===== src/rtl/adc_trig_mc.sv =====
// rtl/adc_trig_mc.sv - multi-channel ADC event trigger with deglitch, arm holdoff and post-trigger count
module adc_trig_mc #(
  parameter int DW    = 8,
  parameter int NCH   = 2,
  parameter int DLY_W = 4,
  parameter int HO_W  = 16,
  localparam int CSW  = (NCH > 1) ? $clog2(NCH) : 1
) (
  input  logic              CLK,
  input  logic              RST,
  input  logic              CLK_EN,
  input  logic [NCH*DW-1:0] DATA_IN,
  input  logic [CSW-1:0]    CH_SEL,
  input  logic [DW-1:0]     TRG_LV_UP,
  input  logic [DW-1:0]     TRG_LV_DOWN,
  input  logic [1:0]        MODE,
  input  logic [DLY_W-1:0]  DELAY,
  input  logic [HO_W-1:0]   HOLDOFF,
  input  logic [HO_W-1:0]   POST_CNT,
  input  logic              TRG_EV_EN,
  input  logic              TRG_BYPASS,
  output logic              trig_out,
  output logic              capture_done,
  output logic              armed,
  output logic [CSW-1:0]    trig_ch
);

  typedef enum logic [2:0] {
    S_DISARMED, S_HOLDOFF, S_FIRST, S_LAST, S_POST, S_DONE
  } state_t;

  state_t            state_q;
  logic [NCH*DW-1:0] s1_q;
  logic              first_q, last_q;
  logic [CSW-1:0]    ch_q;
  logic [1:0]        mode_q;
  logic [DLY_W-1:0]  dly_q, dly_cnt_q;
  logic [HO_W-1:0]   post_lat_q, ho_cnt_q, post_cnt_q;
  logic              trig_q, done_q, armed_q;

  logic [DW-1:0]     sample;
  logic              hi, lo, inwin;
  logic              first_d, last_d;

  // Out-of-range channel selects read as zero rather than wrapping.
  always_comb begin
    sample = '0;
    for (int c = 0; c < NCH; c++) begin
      if (ch_q == CSW'(c)) sample = s1_q[c*DW +: DW];
    end
    hi    = sample > TRG_LV_UP;
    lo    = sample < TRG_LV_DOWN;
    inwin = (TRG_LV_DOWN < sample) && (sample < TRG_LV_UP);
    first_d = 1'b0;
    last_d  = 1'b0;
    case (mode_q)
      2'd0: begin first_d = lo;     last_d = hi;     end
      2'd1: begin first_d = hi;     last_d = lo;     end
      2'd2: begin first_d = !inwin; last_d = inwin;  end
      default: begin first_d = inwin; last_d = !inwin; end
    endcase
  end

  always_ff @(posedge CLK or negedge RST) begin
    if (!RST) begin
      s1_q    <= '0;
      first_q <= 1'b0;
      last_q  <= 1'b0;
    end else begin
      s1_q    <= DATA_IN;
      first_q <= first_d;
      last_q  <= last_d;
    end
  end

  always_ff @(posedge CLK or negedge RST) begin
    if (!RST) begin
      state_q    <= S_DISARMED;
      ch_q       <= '0;
      mode_q     <= '0;
      dly_q      <= '0;
      post_lat_q <= '0;
      ho_cnt_q   <= '0;
      dly_cnt_q  <= '0;
      post_cnt_q <= '0;
      trig_q     <= 1'b0;
      done_q     <= 1'b0;
      armed_q    <= 1'b0;
    end else begin
      armed_q <= (state_q == S_FIRST) || (state_q == S_LAST);
      trig_q  <= TRG_BYPASS;
      // Disarm wins over every other transition, including a same-edge trigger.
      if (!TRG_EV_EN) begin
        state_q    <= S_DISARMED;
        ho_cnt_q   <= '0;
        dly_cnt_q  <= '0;
        post_cnt_q <= '0;
        done_q     <= 1'b0;
      end else begin
        case (state_q)
          S_DISARMED: begin
            ch_q       <= CH_SEL;
            mode_q     <= MODE;
            dly_q      <= DELAY;
            post_lat_q <= POST_CNT;
            ho_cnt_q   <= HOLDOFF;
            dly_cnt_q  <= DELAY;
            state_q    <= (HOLDOFF != '0) ? S_HOLDOFF : S_FIRST;
          end
          S_HOLDOFF: if (CLK_EN) begin
            ho_cnt_q <= ho_cnt_q - 1'b1;
            if (ho_cnt_q == HO_W'(1)) begin
              dly_cnt_q <= dly_q;
              state_q   <= S_FIRST;
            end
          end
          S_FIRST: if (CLK_EN) begin
            if (!first_q)              dly_cnt_q <= dly_q;
            else if (dly_cnt_q == '0)  state_q   <= S_LAST;
            else                       dly_cnt_q <= dly_cnt_q - 1'b1;
          end
          S_LAST: if (CLK_EN && last_q) begin
            trig_q <= 1'b1;
            if (post_lat_q == '0) begin
              done_q  <= 1'b1;
              state_q <= S_DONE;
            end else begin
              post_cnt_q <= post_lat_q;
              state_q    <= S_POST;
            end
          end
          S_POST: begin
            trig_q <= 1'b1;
            if (CLK_EN) begin
              post_cnt_q <= post_cnt_q - 1'b1;
              if (post_cnt_q == HO_W'(1)) begin
                done_q  <= 1'b1;
                state_q <= S_DONE;
              end
            end
          end
          S_DONE:  trig_q  <= 1'b1;
          default: state_q <= S_DISARMED;
        endcase
      end
    end
  end

  assign trig_out     = trig_q;
  assign capture_done = done_q;
  assign armed        = armed_q;
  assign trig_ch      = ch_q;

endmodule


===== config.mk =====
export PLATFORM = sky130hd
export DESIGN_NAME = adc_trig_mc
export DESIGN_NICKNAME = d
export VERILOG_FILES = /design/src/rtl/adc_trig_mc.sv
export SDC_FILE = /design/constraint.sdc
export NUM_CORES = 1
export LEC_CHECK = 0
export CAP_MARGIN = 10
export CORE_MARGIN = 5
export CORE_UTILIZATION = 25
export CTS_BUF_LIST = sky130_fd_sc_hd__clkbuf_4 sky130_fd_sc_hd__clkbuf_8
export DETAILED_ROUTE_END_ITERATION = 7
export PLACE_DENSITY = 0.42
export SYNTH_ARGS = -nofsm -noshare
export SYNTH_HDL_FRONTEND = slang
export SYNTH_SLANG_ARGS = --single-unit

===== constraint.sdc =====
create_clock -name CLK -period 3.6 [get_ports CLK]
set_clock_uncertainty 0.2 [all_clocks]
set_input_delay 1.08 -clock CLK [delete_from_list [all_inputs] [get_ports CLK]]
set_output_delay 1.08 -clock CLK [all_outputs]
set_load 0.01 [all_outputs]

==> images/congestion_map.png <==
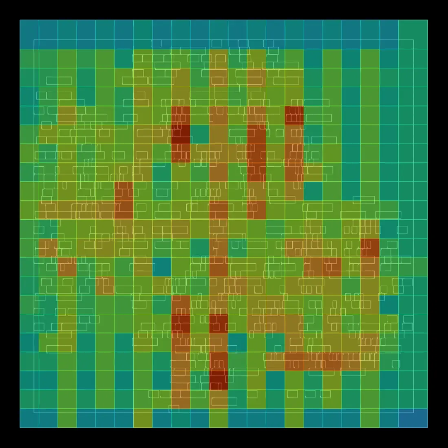
met2 Use GR: 20.28%
met3 usage: 3.931%

==> images/m2.png <==
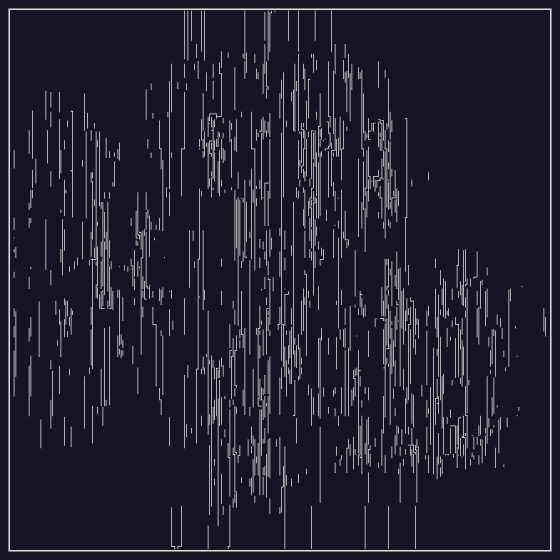
share of all routed wire: 44%
wire length on this layer: 6140 µm
longest straight run: 52.6 µm
main direction: vertical
nets with wire on the layer: 576
WL final: 13960 µm
via count: 4240

==> images/m1.png <==
The bar under the picture is 50 µm long.
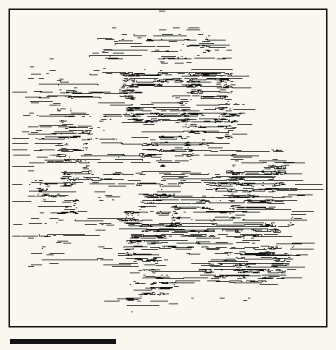
wire length on this layer: 6580 µm
longest straight run: 42.3 µm

==> state kept, by name (all words and copies together) (netlist names) <==
register      count
mode_q            2
trig_ch           1
dly_q             4
state_q           3
s1_q             16
ho_cnt_q         16
dly_cnt_q         4
post_lat_q       16
armed             1
trig_out          1
last_q            1
post_cnt_q       16
first_q           1
capture_done      1
==> final timing paths <==
path                                       from                       to  slack [ns]  cells after the start
max in group asynchronous                   RST       trig_out$_DFF_PN0_        2.02                      2
min in group asynchronous                   RST  ho_cnt_q[5]$_DFFE_PN0P_        0.55                      1
setup / recovery            trig_ch$_DFFE_PN0P_                  trig_ch        0.63                      1
setup reg to reg            trig_ch$_DFFE_PN0P_        first_q$_DFF_PN0_        0.79                      9
hold / removal             dly_q[0]$_DFFE_PN0P_     dly_q[0]$_DFFE_PN0P_        0.31                      1
hold reg to reg            dly_q[0]$_DFFE_PN0P_     dly_q[0]$_DFFE_PN0P_        0.31                      1
==> report_power, final <==
group	internal (mW)	switching, mW	total (mW)	leakage, nW
sequential	1.26	0.415	1.67	1.03
clock	0.276	0.389	0.664	0.0855
combinational	0.830	1.00	1.83	1.42
==> layout make-up <==
type / count / share of cell area [%]
multi-input combinational: 388 / 41.48
sequential: 83 / 34.02
timing repair buffer: 89 / 14.34
tap: 260 / 5.328
clock buffer: 10 / 2.254
inverter: 29 / 1.783
clock inverter: 6 / 0.7992
==> cell usage after synthesis, drive strengths merged, types with 7 or more instances <==
master	number	area, µm²
nand2	37	141.4
buf	12	62.56
nand3	13	70.07
nor4	15	130.1
and3	8	50.05
dfrtp	83	2077
nor2	46	172.7
o21ai	68	344.1
inv	28	105.1
ha	22	275.3
nor3	18	105.1
mux2	24	270.3
o211ai	7	52.55
mux2i	10	100.1
clkbuf	8	30.03
a21oi	43	215.2
==> job_summary.md <==
## PnR job results

| Metric | Value |
|---|---|
| Layout cells sized above 1 | between 10 and 15% |
| Filler instances | 1967 |
| Max Used Layer | met5 |
| Crit end category | primary output |
| Avg Cell Area, Syn | 9.240 µm² |
| Slew headroom | around 50% |
| Setup bufs post-CTS | 0 |
| Multiplexer share | 7.708% |
| Outcome | finished clean |
| Syn Inst Count | 520 |
| Drt initial violations | 189 |
| Clk slew on worst S/H paths | 0.09 ns |
| CTS tree | yes |
| Chip Height | 148.6 µm |
| Vias in the first global route | between 4000 and 5000 |
| Asr flop ratio synth | 100.0% |
| Hold_buf cts | 0 |
| All-layer global routing usage | 13.05% |
| Slowest stage cell, crit path | dfrtp_1 |
| WL met2 | 6137 µm |
| Sink Count | approximately 83 |
| Antenna violations before repair | 1 |
| Dpl ws | 0.2997 ns |
| WL/cell | 16.14 µm |
| Tool warnings | 29 |
| Seq. cell area | 0.002077 mm² |
| RD Place Congestion | 0.7840 |
| Max Root-Sink Buffers | 2 |
| Synth Flop Type | dfrtp_1 |
| Fin nets | 698 |
| Area after DPL | 0.005919 mm² |
| Max capacitance violation total | 0 |
| RSZ-0062 raised after global routing | no |
| DP Wirelength | 10300 µm |
| Min Tclk post-route | 2.972 ns |
| Core utilization at floorplan | 25.51% |
| Core area | 0.01883 mm² |
| Count of library flops with an enable pin | 0 |
| Comb area | roughly 0.0025 mm² |
| Startpoint types | flip-flop |
| Hold WC Path Type | reg2reg |
| Crit path max-delay family | flip-flops |
| Syn Nets | 618 |
| Crit path largest cell delay | 0.67 ns |
| CP required | 2.32 ns |
| Crit path cell chain | clkdlybuf4s50_1 |
| H-tree Lvls | 3 |
| # DRC | 0 |
| AND-OR/OR-AND Cells, Area Fraction | 19.30% |
| Post-synthesis sequential area ratio | 43.23% |
| GRT busiest layer | met2 |
| Power Total | roughly 4.2 mW |
| Final Setup Violations | 0 |
| Yosys warns | 0 |
| Worst Path Max Fanout | 10 |
| Distinct lib cells | 59 |
| CTS buffer count | 9 |
| Worst Setup Slack, final | 0.6284 ns |
| Latency at later pin | 0.37 ns |
| # rows | 50 |
| Post_cts resized | 0 |
| # diodes | 0 |
| Input/output buffers | 79 |
| Final ANT Viol Nets | 0 |
| Most frequent cells in the layout | 83 x dfrtp_1, 78 x clkdlybuf4s50_1, 63 x o21ai_0 |
| Leakage power | 2.530 nW |
| Area delta synth->final | 27.08% |
| Number of I/O pins | 80 |
| Die footprint | 0.02209 mm² |
| Worst Max-Slew Pin Slew | ~0.75 ns |
| Cell area after synthesis | 0.004805 mm² |
| Die X | 148.6 µm |
| GRT overflow | 0 |
| Top cell excl fill/tap | dfrtp_1 |
| XORs/XNORs by Area | 0.3646% |
| DR WL met3 | 955 µm |
| Adder share | 5.729% |
| Worst hold slack | 0.3143 ns |
| Design area | 0.006106 mm² |
| First-pass GRT wire length | 23050 µm |
| Wl on met1 | 6578 µm |
| Drt pass-1 iters | 5 |
| Max VDD drop | roughly 0.18 mV |
| Setup tns final | 0 ns |
| Ys cells | 520 |
| Fin crit share | 82.54% |
| Final design utilization | between 30% and 40% |
| Inst Count DP | 849 |
| CP bufs+invs | 1 |
| #FFs+latches synth | a little over 80 |
| Root Buffer | clkbuf_8 |
| Largest net degree at the start of global routing | 50 |
| Logic family by area | simple AND/OR/NAND/NOR gates |
| Fin cells | just under 900 |
| Pwr Density | roughly 700 mW/mm² |
| Met1 usage | 17.07% |
Power figures rest on the tool's default switching activity, not on a simulated workload.
